File: config.mk
export PLATFORM = sky130hd
export DESIGN_NAME = fetch_unit
export DESIGN_NICKNAME = d
export VERILOG_FILES = /design/src/rtl/fetch_unit.sv
export SDC_FILE = /design/constraint.sdc
export NUM_CORES = 1
export LEC_CHECK = 0
export CAP_MARGIN = 10
export CORE_MARGIN = 10
export CORE_UTILIZATION = 49
export CTS_CLUSTER_SIZE = 16
export DETAILED_ROUTE_END_ITERATION = 8
export GPL_ROUTABILITY_DRIVEN = 0
export PLACE_DENSITY = 0.83
export SETUP_SLACK_MARGIN = 0.5
export SYNTH_ARGS = -nofsm -noshare
export SYNTH_HDL_FRONTEND = slang
export SYNTH_SLANG_ARGS = --single-unit
File: constraint.sdc
create_clock -name clk -period 9.6 [get_ports clk]
set_input_delay 1.92 -clock clk [delete_from_list [all_inputs] [get_ports clk]]
set_output_delay 1.92 -clock clk [all_outputs]
set_load 0.005 [all_outputs]
File: src/rtl/fetch_unit.sv
// rtl/fetch_unit.sv - instruction fetch stage feeding IF/ID, single outstanding imem request
module fetch_unit #(
    parameter logic [31:0] RESET_PC = 32'h0000_0000
) (
    input  logic        clk,
    input  logic        rst,
    input  logic        stall,
    input  logic        redirect_valid,
    input  logic [31:0] redirect_pc,
    output logic        imem_req,
    output logic [31:0] imem_addr,
    input  logic        imem_ready,
    input  logic        imem_rvalid,
    input  logic [31:0] imem_rdata,
    output logic [31:0] if_pc_out,
    output logic [31:0] if_inst_out,
    output logic        if_id_wen,
    output logic        if_id_flush,
    output logic [31:0] fetch_count
);

    typedef enum logic [1:0] {
        ST_IDLE = 2'd0,
        ST_REQ  = 2'd1,
        ST_WAIT = 2'd2,
        ST_HOLD = 2'd3
    } state_t;

    state_t      state_q, state_d;
    logic [31:0] pc_q, pc_d;
    logic        drop_q, drop_d;
    logic [31:0] inst_buf_q, inst_buf_d;
    logic [31:0] fetch_count_q, fetch_count_d;

    logic [31:0] pc_plus4;
    logic [31:0] redirect_tgt;
    logic        redirect_act;
    logic        deliver_wait;
    logic        deliver_hold;
    logic        deliver;

    assign pc_plus4     = pc_q + 32'd4;
    assign redirect_tgt = redirect_pc & 32'hFFFF_FFFC;
    // A redirect before the first request has nothing to squash, so IDLE ignores it.
    assign redirect_act = redirect_valid && (state_q != ST_IDLE);
    assign deliver_wait = (state_q == ST_WAIT) && imem_rvalid && !drop_q && !stall
                          && !redirect_act;
    assign deliver_hold = (state_q == ST_HOLD) && !stall && !redirect_act;
    assign deliver      = deliver_wait || deliver_hold;

    always_ff @(posedge clk or posedge rst) begin
        if (rst) begin
            state_q       <= ST_IDLE;
            pc_q          <= RESET_PC;
            drop_q        <= 1'b0;
            inst_buf_q    <= 32'd0;
            fetch_count_q <= 32'd0;
        end else begin
            state_q       <= state_d;
            pc_q          <= pc_d;
            drop_q        <= drop_d;
            inst_buf_q    <= inst_buf_d;
            fetch_count_q <= fetch_count_d;
        end
    end

    always_comb begin
        state_d       = state_q;
        pc_d          = pc_q;
        drop_d        = drop_q;
        inst_buf_d    = inst_buf_q;
        fetch_count_d = fetch_count_q;

        if (deliver) begin
            pc_d          = pc_plus4;
            fetch_count_d = fetch_count_q + 32'd1;
        end
        if (redirect_act) begin
            pc_d = redirect_tgt;
        end

        case (state_q)
            ST_IDLE: begin
                state_d = ST_REQ;
            end
            ST_REQ: begin
                if (imem_ready) begin
                    state_d = ST_WAIT;
                    // The accepted request carries the old address; its response must be dropped.
                    drop_d  = redirect_act;
                end
            end
            ST_WAIT: begin
                if (redirect_act) begin
                    if (imem_rvalid) begin
                        state_d = ST_REQ;
                        drop_d  = 1'b0;
                    end else begin
                        drop_d  = 1'b1;
                    end
                end else if (imem_rvalid) begin
                    if (drop_q) begin
                        state_d = ST_REQ;
                        drop_d  = 1'b0;
                    end else if (stall) begin
                        state_d    = ST_HOLD;
                        inst_buf_d = imem_rdata;
                    end else begin
                        state_d = ST_REQ;
                    end
                end
            end
            ST_HOLD: begin
                if (redirect_act || !stall) begin
                    state_d = ST_REQ;
                end
            end
            default: begin
                state_d = ST_IDLE;
            end
        endcase
    end

    always_comb begin
        imem_req    = 1'b0;
        if_inst_out = 32'd0;
        if_pc_out   = 32'd0;
        if_id_wen   = 1'b0;
        if_id_flush = 1'b0;
        if (!rst) begin
            imem_req = (state_q == ST_REQ);
            if (state_q == ST_HOLD) begin
                if_inst_out = inst_buf_q;
                if_pc_out   = pc_plus4;
            end else if (deliver_wait) begin
                if_inst_out = imem_rdata;
                if_pc_out   = pc_plus4;
            end
            if_id_wen   = deliver;
            // Any non-stalled cycle without a delivery loads a NOP so IF/ID never repeats.
            if_id_flush = redirect_act || (!stall && !deliver);
        end
    end

    assign imem_addr   = pc_q;
    assign fetch_count = fetch_count_q;

endmodule

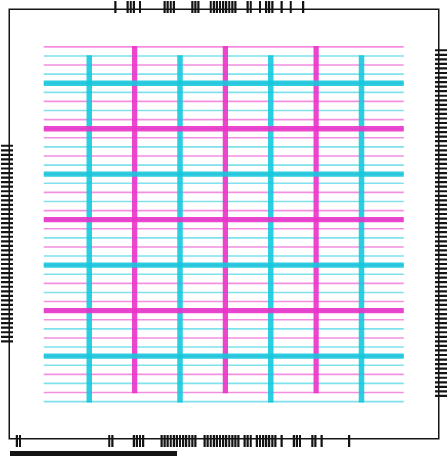
**Above:** run 1 (power grid).
The bar under the picture is 50 um long. Pins as bars on the die edge.
VDD -> magenta
VSS -> cyan
met5 straps = 7
met1 rails = 40

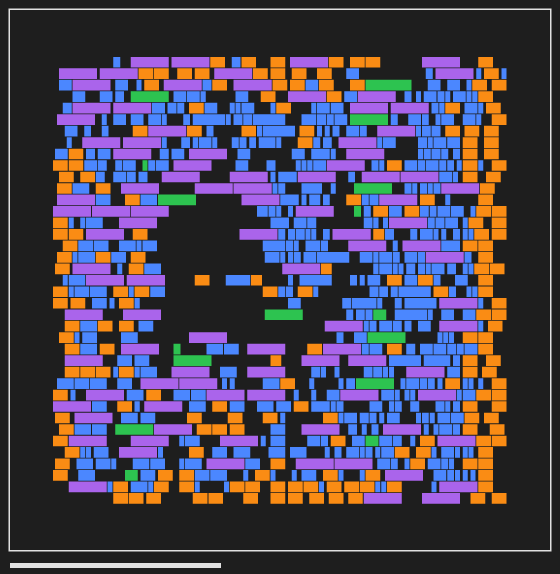
**Above:** run 1 (placement by cell class).
The bar under the picture is 50 um long.
all other logic -> blue  # cells 470, share of their area 40%
clock drivers and dummy loads -> green  # cells 16, share of their area 3.7%
flip-flops -> purple  # cells 97, share of their area 31%
other buffers and delay cells -> orange  # cells 198, share of their area 25%
area of the core region: 11420 um^2
# rows: 39
proportion of cell area occupied by registers: 0.3012
fraction of the core area covered by cells at the end of the flow: 0.7058

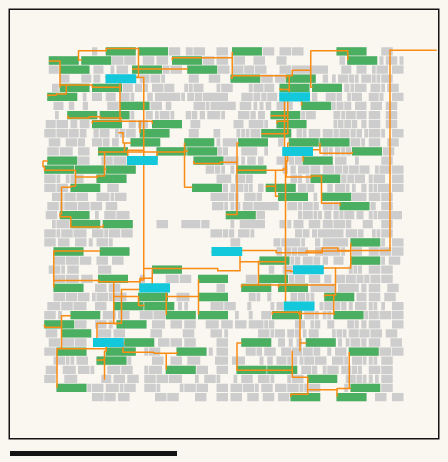
**Above:** run 1 (clock distribution).
The bar under the picture is 50 um long.
clock wires -> orange  # length 1270 um
flip-flops -> green  # count 97
cells driving clock nets -> cyan  # count 9
routed clock nets = 10
Final Skew: 0.005455 ns
proportion of power drawn by the clock network: 0.216

==> COMMIT_EDITMSG, run 1 <==
Update PnR metrics after Yosys + OpenROAD run

- The run finished with clean final reports.
- For the sequential group, total power comes out at 0.674 mW.
- The number of global-route vias before repair is 5118.
- Non-clock buffer area fraction after layout: 0.2447
- Internal: 1.084 mW
- First drt pass iteration count: 4
- In the setup report, the worst path falls into the class input port to output pin.
* Endpoint with the worst hold slack: inst_buf_q[2]
* Cell count after synthesis: 595
* Die Ht: 128.0 um
- In the final layout, flip-flops and latches occupy 2427 um^2.
- The number of antenna violations at the first check in global routing is 0.
* Peak clock frequency supported by timing: 143.8 MHz
* Synth top area share: 0.4249
* Last element of the critical path: if_pc_out[25]
- Critical Path Sink Type: output pin
- Via count normalized by instance count: 5.442
- NumNets Final: 852
- Place WS: 2.647 ns
- Portion of total power attributed to sequential cells: 0.401
- Min setup slack post-route: 2.646 ns
* Number of buffers on the longest clock path: 2
* Worst setup startpoint: redirect_valid
- Adder and majority gate portion of the synthesized area: 0.01314
- The worst hold path begins at inst_buf_q[2].
- Critical-path maximum fanout: 62
- For the worst reg-to-reg path, the startpoint reported by OpenROAD is state_q[1].
- Initial cell density of the core: 0.5003
- Drc violations: 0
- Yosys-reported design area after synthesis: 5713 um^2
- Group drawing the most power: sequential cells
- Yosys stat counts 595 cells in the synthesized netlist.
- In this run, the synthesized area fraction spent on AND-OR/OR-AND gates is recorded as 0.04818.
- Power in combinational cells: 0.643 mW
* Iteration-0 DRC Markers: 382
- Number of clock buffers in the layout: 10
- The class occupying the most area after layout is reported as multi-input combinational cells.
- Number of warnings in the stage logs: 31
* Root buffer selected by CTS: sky130_fd_sc_hd__clkbuf_16
* Average wire per standard cell: 18.02 um
- Number of routed nets with antenna violations: 0
- Startpoint kind of the worst setup timing path: input port
* Number of cells on the worst reg-to-reg path: 6
* Required time of the critical path: 7.68 ns
- The cell that appears most often on the critical path is sky130_fd_sc_hd__clkdlybuf4s50_1.
- Global-route wire length before repair: 26610 um
* XOR/XNOR Area Share: 0.1318
- X dimension of the die: 128.0 um
- Entering global routing, the biggest net connects 63 pins.
* Resized Gates After CTS: 0
- Total count of max-transition violations in the final report: 0
- The layout has 11 inverters outside the clock class.
- The worst register-to-register path ends at imem_addr[15].
- Compared with the post-synthesis result, the final layout area differs by 41.06%.
- LEAKAGE: 3.273 nW
* Multi-input gate share of the layout cell area: 0.3898
- Among all cell types in the netlist, the one instantiated most often is sky130_fd_sc_hd__dfrtp_1.
- STA puts the critical path data arrival time at 5.03 ns.
- The synthesized design contains 97 register bits.
- Switch share: 0.3549
* Commonest cells in the netlist: 97 x sky130_fd_sc_hd__dfrtp_1, 85 x sky130_fd_sc_hd__nor2_1, 62 x sky130_fd_sc_hd__nand2_1
- Max stage delay cell, worst path: sky130_fd_sc_hd__nor2b_4
* Final hold viol count: 0
- For reference, the post-synthesis area per instance comes to 9.602 um^2.
- In the placement report, post-DP HPWL is listed as 12500 um.
- Most frequently placed logic cells in the final layout: 194 x sky130_fd_sc_hd__clkdlybuf4s50_1, 97 x sky130_fd_sc_hd__dfrtp_1, 85 x sky130_fd_sc_hd__nor2_1
* Seq cells: 97
* Total clock buffers created by CTS: 9
* Count of cells along the worst hold path: 1
- Tightest Pin Transition: 1.207 ns
- Top Ports: 201
- Total detailed-routing wirelength: 16650 um
- Subtracting the final worst setup slack from the clock period gives 6.954 ns.
* Maximum level of the CTS H-tree: 3
* Total inserted antenna cells: 0
* FF-to-FF setup slack: 6.28 ns
- The layout report lists the clock-cell share of area as 0.03664.
* Post-synth EDFFs: 0
- Number of buffers added for setup after CTS: 0
- The switching component of the power was reported as 0.5965 mW.
- Clock Power: 0.364 mW
run 1: critical path: cells and delay by family:
family,cells,cell delay (ns)
AOI/OAI and AO/OA,1,0.18
buffers and inverters,3,1.53
and+or+nand+nor,3,1.35
run 1: per-stage QoR:
step                      power (mW)  std cells  instance area, um^2  hold slack (ns)  utilization
after global placement         1.296        907                 7756           0.4670       0.6793
after global routing           1.788        924                 8059           0.5108       0.7058
after CTS                      1.694        923                 8051           0.4969       0.7051
after floorplan                1.001        598                 5724           0.4578            -
final                          1.681        924                 8059           0.4955       0.7058
after detailed placement       1.327        907                 7756           0.4811       0.6793
run 1: layer usage:
layer,track usage,wire (um)
met4,0.07417,284
met3,0.07320,1713
met5,0,0
met1,0.2315,6580
met2,0.3232,8067
==> inputs of run 2 (changes only) <==
--- a/config.mk
+++ b/config.mk
@@ -7,11 +7,11 @@
 export LEC_CHECK = 0
 export CAP_MARGIN = 10
 export CORE_MARGIN = 10
-export CORE_UTILIZATION = 49
+export CORE_UTILIZATION = 46
 export CTS_CLUSTER_SIZE = 16
 export DETAILED_ROUTE_END_ITERATION = 8
 export GPL_ROUTABILITY_DRIVEN = 0
-export PLACE_DENSITY = 0.83
+export PLACE_DENSITY = 0.79
 export SETUP_SLACK_MARGIN = 0.5
 export SYNTH_ARGS = -nofsm -noshare
 export SYNTH_HDL_FRONTEND = slang
==> constraint.sdc (replaced) <==
create_clock -name clk -period 6.4 [get_ports clk]
set_input_delay 1.28 -clock clk [delete_from_list [all_inputs] [get_ports clk]]
set_output_delay 1.28 -clock clk [all_outputs]
set_load 0.005 [all_outputs]
==> run 2 against run 1 <==
- core utilization decreased by 3.7 points
- largest power group unchanged
- setup slack got worse by 1.1 ns
- synthesized area unchanged
- die area increased by 5.5%
- routed wire length decreased by 0.20%
- clock skew increased by 0.0047 ns
- design area increased by 0.48%
- synthesized cell count unchanged
- critical endpoint is now if_inst_out[7]
- sequential share of layout area decreased by 0.14 points
- non-clock buffer count increased by 2
- sequential cell count unchanged
==> COMMIT_EDITMSG, run 2 <==
Update PnR metrics after Yosys + OpenROAD run

- The hold violation total from the final report was 0 (unchanged).
- Cell area after placement: 7802 um^2 (+0.60%)
- Startpoint kind of the worst setup timing path: input port
* Reg-to-reg critical path startpoint: state_q[1]
- The total power came to 2.502 mW (+49%).
- Per report_power, the top consumer among the power groups is sequential cells.
- The global router reports that the layer with the highest usage is met2.
- Cell with the most instances after synthesis: sky130_fd_sc_hd__dfrtp_1
- The maximum number of buffers from clock root to sink came to 2 (unchanged).
- The biggest area contributor in the post-synthesis netlist is sky130_fd_sc_hd__dfrtp_1.
- The flow ran to the end, and the final reports show no timing, DRC or antenna violations.
* Switching Power: 0.9061 mW (+52%)
* Iteration-0 DRC Markers: 272 (-29%)
- Routed wl met2: 8024 um (-0.53%)
- Most frequently placed logic cells in the final layout: 194 x sky130_fd_sc_hd__clkdlybuf4s50_1, 97 x sky130_fd_sc_hd__dfrtp_1, 85 x sky130_fd_sc_hd__nor2_1
* Cell count after synthesis: 595 (unchanged)
* Critical-path maximum fanout: 62 (unchanged)
- Synth Area per Inst: 9.602 um^2 (unchanged)
* Portion of total power attributed to sequential cells: 0.404 (+0.003)
- The compound-gate portion of the synthesized area is 0.04818 (unchanged).
- The count of antenna-violating nets left after detailed routing is 0 (unchanged).
- Tracing the worst setup path back leads to its startpoint at imem_rvalid.
* WL met3: 1342 um (-22%)
- Vias in the first global route: 5022 (-1.9%)
- Family with the most delay on the worst path: buffers and inverters
- The routed design could run at a clock period as short as 4.831 ns.
- Crit path DAT: 3.55 ns (-1.48 ns)
* Number of warnings in the stage logs: 31 (unchanged)
* Largest net degree at the start of global routing: 63 (unchanged)
- The number of vias per cell after detailed routing came to 5.243 (-3.7%).
- The share of total power dissipated in combinational logic is 0.385.
* Power in combinational cells: 0.964 mW (+50%)
* Power dissipated in sequential cells: 1.01 mW (+50%)
- Critical Path Sink Type: output pin
- The number of rows in the core area is 40 (+2.6%).
- Count of placed standard cells in the final layout, fillers left out: 951 (+2.9%)
- Fraction of the core area covered by cells at the end of the flow: 0.6686 (-0.03719)
* HPWL after detailed placement: 12400 um (-0.82%)
- Clock tree synthesis selected as its root buffer the cell sky130_fd_sc_hd__clkbuf_16.
- First drt pass iteration count: 4 (unchanged)
- The post-CTS repair timing setup buffer count is 0 (unchanged).
- Initial cell density of the core: 0.4717 (-0.02863)
- Inst Count DP: 934 (+3.0%)
- Per the hold report, the tightest min-delay path originates at fetch_count[31].
- The fraction of synthesized cell area taken by the top area cell type came to 0.4249 (unchanged).
- The placement-stage worst setup slack came to 1.540 ns (-1.107 ns).
- Average wire per standard cell: 17.47 um (-3.0%)
- The critical path's slowest stage uses the library cell sky130_fd_sc_hd__clkdlybuf4s50_1.
- The met3 track demand over resource in global routing was 0.06784 (-0.005366).
- In this run the layout overhead on the synthesized area is reported as 41.74%.
- The cell leakage power was 3.277 nW (+0.11%).
* Total clock buffers created by CTS: 9 (unchanged)
- Switch share: 0.3621 (+0.007202)
- Number of buffers and inverters on the critical path: 3 (unchanged)
* XOR/XNOR Area Share: 0.1318 (unchanged)
- Internal: 1.596 mW (+47%)
- Peak clock frequency supported by timing: 207.0 MHz
- FF-to-FF setup slack: 3.39 ns (-2.89 ns)
- The wire length reported by the detailed router was 16610 um (-0.20%).
- In this design, the critical path's most frequently occurring cell is sky130_fd_sc_hd__clkdlybuf4s50_1.
- The highest layer touched by signal routing is met4.
- The actual transition at the worst max-transition pin came to 1.172 ns (-0.03580 ns).
- The total number of H-tree levels was 3 (unchanged).
- The required time at the endpoint of the critical path came to 5.12 ns (-2.56 ns).
- Met1 WL: 6961 um (+5.8%)
- The synthesized flop and latch total came to 97 (unchanged).
- Global-route wire length before repair: 27300 um (+2.6%)
- Adder and majority gate portion of the synthesized area: 0.01314 (unchanged)
* Min setup slack post-route: 1.569 ns (-1.077 ns)
==> run 2: worst paths after layout <==
| path | endpoint | cells after the start |
|---|---|---|
| setup / recovery | if_inst_out[7] | 7 |
| hold / removal | fetch_count[31] | 1 |
| setup reg to reg | imem_addr[27] | 5 |
| hold reg to reg | fetch_count[31] | 1 |
| max in group asynchronous | state_q[0] | 3 |
| min in group asynchronous | fetch_count[1] | 2 |
==> run 2: cell type report <==
class	count	area, um^2	area share
flip-flops and latches	97	2427	0.2998
repair buffers	200	1991	0.2458
well taps	168	210.2	0.02596
clock buffers	9	225.2	0.02781
inverters	11	43.79	0.005408
clock inverters	7	58.81	0.007262
multi-input cells	459	3142	0.3880
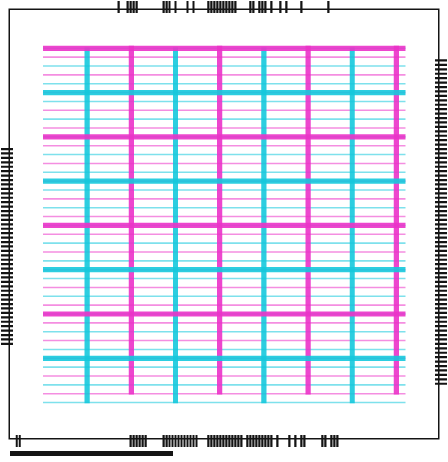
**Above:** run 2 (power grid).
The bar under the picture is 50 um long. Pins as bars on the die edge.
VSS -> cyan
VDD -> magenta
met5 straps = 8
met1 rails = 41
area of the core region: 12110 um^2
maximum vdd drop: 0.0001804 V
Die Ht: 131.4 um

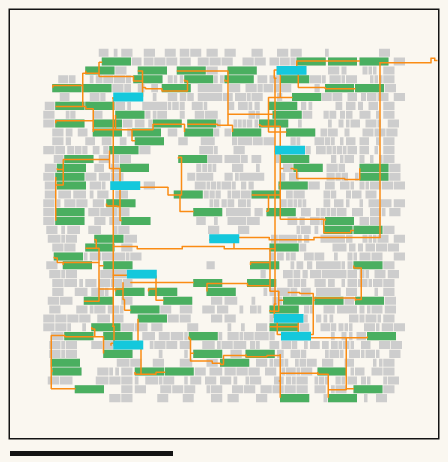
**Above:** run 2 (clock distribution).
The bar under the picture is 50 um long.
flip-flops -> green  # count 97
cells driving clock nets -> cyan  # count 9
clock wires -> orange  # length 1290 um
flops lie = all over the die
Final Skew: 0.01012 ns
Latency at later pin: 0.35 ns
Clock Power: 0.528 mW
proportion of power drawn by the clock network: 0.211

==> inputs of run 3 (changes only) <==
==> constraint.sdc (replaced) <==
create_clock -name clk -period 4.5 [get_ports clk]
set_input_delay 0.9 -clock clk [delete_from_list [all_inputs] [get_ports clk]]
set_output_delay 0.9 -clock clk [all_outputs]
set_load 0.005 [all_outputs]
==> run 3 against run 2 <==
- hold slack lost 0.027 ns
- clock skew shrank 0.0015 ns
- die area did not move
- cell count increased by 0.74%
- setup slack lost 0.95 ns
- via count increased by 0.62%
- sequential share of layout area fell by 0.33 points
- clock power grew 52%
- sequential power up 42%
- count of clock-buffer cells in the layout increased by 1
- power grew 45%
- design area grew 1.1%
==> COMMIT_EDITMSG, run 3 <==
Update PnR metrics after Yosys + OpenROAD run

- The flow ran to the end, and the final reports show no timing, DRC or antenna violations.
- The maximum fanout encountered on the critical timing path came to 41 (-34%).
- Number of warnings in the stage logs: 32 (+3.2%)
- The routed wire length on met2 is 8147 um (+1.5%).
- Cell with the most instances after synthesis: sky130_fd_sc_hd__dfrtp_1
- Multi-input gate share of the layout cell area: 0.3855 (-0.002493)
- The combinational share of power is 0.382 (-0.003).
- Worst setup startpoint: imem_rvalid
- The number of detailed-routing iterations run before antenna repair was 4 (unchanged).
- Seq cells: 97 (unchanged)
- STA classifies the critical path startpoint as an input port.
- Final Skew: 0.008637 ns (-0.001486 ns)
* Area of the core region: 12110 um^2 (unchanged)
- Number of logic gates: 459 (unchanged)
- The sequential standard cell area is 2427 um^2 (unchanged).
- The total number of H-tree levels is 3 (unchanged).
- In the layout the commonest cells are 194 x sky130_fd_sc_hd__clkdlybuf4s50_1, 97 x sky130_fd_sc_hd__dfrtp_1, 85 x sky130_fd_sc_hd__nor2_1.
* Worst reg2reg path endpoint: imem_addr[31]
- The area growth from synthesis to layout is 43.34%.
- Tap Cells: 168 (unchanged)
- Clock tree synthesis selected as its root buffer the cell sky130_fd_sc_hd__clkbuf_16.
- The power attributed to sequential cells was 1.43 mW (+42%).
- Final hold viol count: 0 (unchanged)
- Looking at the global route congestion table, the highest-usage layer is met2.
- The number of non-clock inverters in the layout was 11 (unchanged).
- The wire length reported by the detailed router was 16990 um (+2.3%).
* Adder and majority gate portion of the synthesized area: 0.01314 (unchanged)
- Max stage delay cell, worst path: sky130_fd_sc_hd__clkdlybuf4s50_1
- Endpoint with the worst hold slack: fetch_count[31]
- In this run the top signal layer used is met4.
* Vias in the first global route: 5230 (+4.1%)
* Required time of the critical path: 3.60 ns (-1.52 ns)
- Global-route wire length before repair: 27510 um (+0.76%)
* Cell type with the highest occurrence count on the critical path: sky130_fd_sc_hd__clkdlybuf4s50_1
- Non-clock buffer area fraction after layout: 0.2497 (+0.003828)
- Tightest Pin Transition: 1.024 ns (-0.1472 ns)
- The smallest clock period supported by the final layout is computed as 3.879 ns.
- The mean post-synth cell area came to 9.602 um^2 (unchanged).
- The synthesized flop and latch total came to 97 (unchanged).
- The clock tree buffer count of the final layout is 10 (+1).
- The maximum ir drop on the vdd rail came to 0.0001977 V (+9.6%).
- Switching Power: 1.294 mW (+43%)
- Bufs w/o clock: 206 (+3.0%)
- Number of cells on the worst reg-to-reg path: 6 (+1)
- Initial cell density of the core: 0.4717 (unchanged)
- The maximum number of buffers from clock root to sink is 2 (unchanged).
==> run 3: cells by family after synthesis <==
group | count (synthesis)
adders and majority gates | 6
muxes | 64
and+or+nand+nor | 251
DFF | 97
AOI/OAI and AO/OA | 48
xor gates and xnor gates | 86
other | 1
buffers and inverters | 42
==> run 3: through the flow <==
| step | power, mW | std cells | instance area (um^2) | utilization | setup WS, ns |
|---|---|---|---|---|---|
| after global placement | 2.787 | 938 | 7834 | 0.6468 | 0.5120 |
| after CTS | 3.657 | 954 | 8143 | 0.6723 | 0.5260 |
| after floorplan | 2.139 | 598 | 5736 | - | 0.3411 |
| after global routing | 3.857 | 958 | 8189 | 0.6761 | 0.5034 |
| final | 3.617 | 958 | 8189 | 0.6761 | 0.6207 |
| after detailed placement | 2.845 | 938 | 7834 | 0.6468 | 0.4665 |
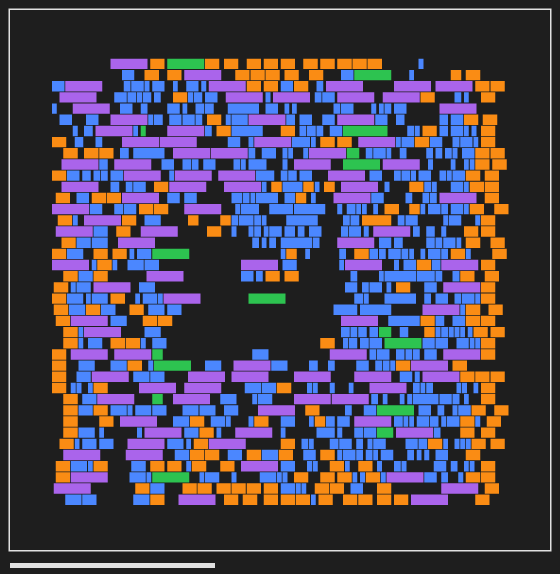
**Above:** run 3 (placement by cell class).
The bar under the picture is 50 um long.
other buffers and delay cells -> orange  # cells 206, share of their area 26%
all other logic -> blue  # cells 470, share of their area 40%
flip-flops -> purple  # cells 97, share of their area 30%
clock drivers and dummy loads -> green  # cells 16, share of their area 3.8%
design area: 8189 um^2
# rows: 40
fraction of the core area covered by cells at the end of the flow: 0.6761
proportion of cell area occupied by registers: 0.2964

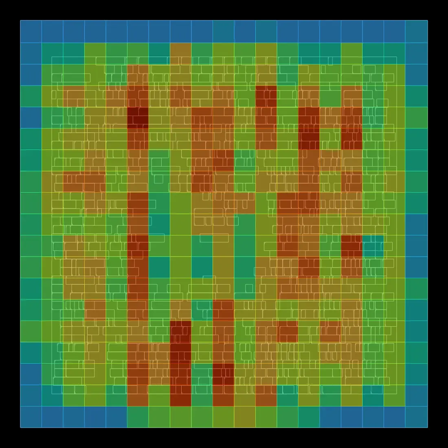
**Above:** run 3 (routing congestion).
met3 track demand over resource in global routing: 0.06745
average wire per standard cell: 17.73 um

Power figures rest on the tool's default switching activity, not on a simulated workload.
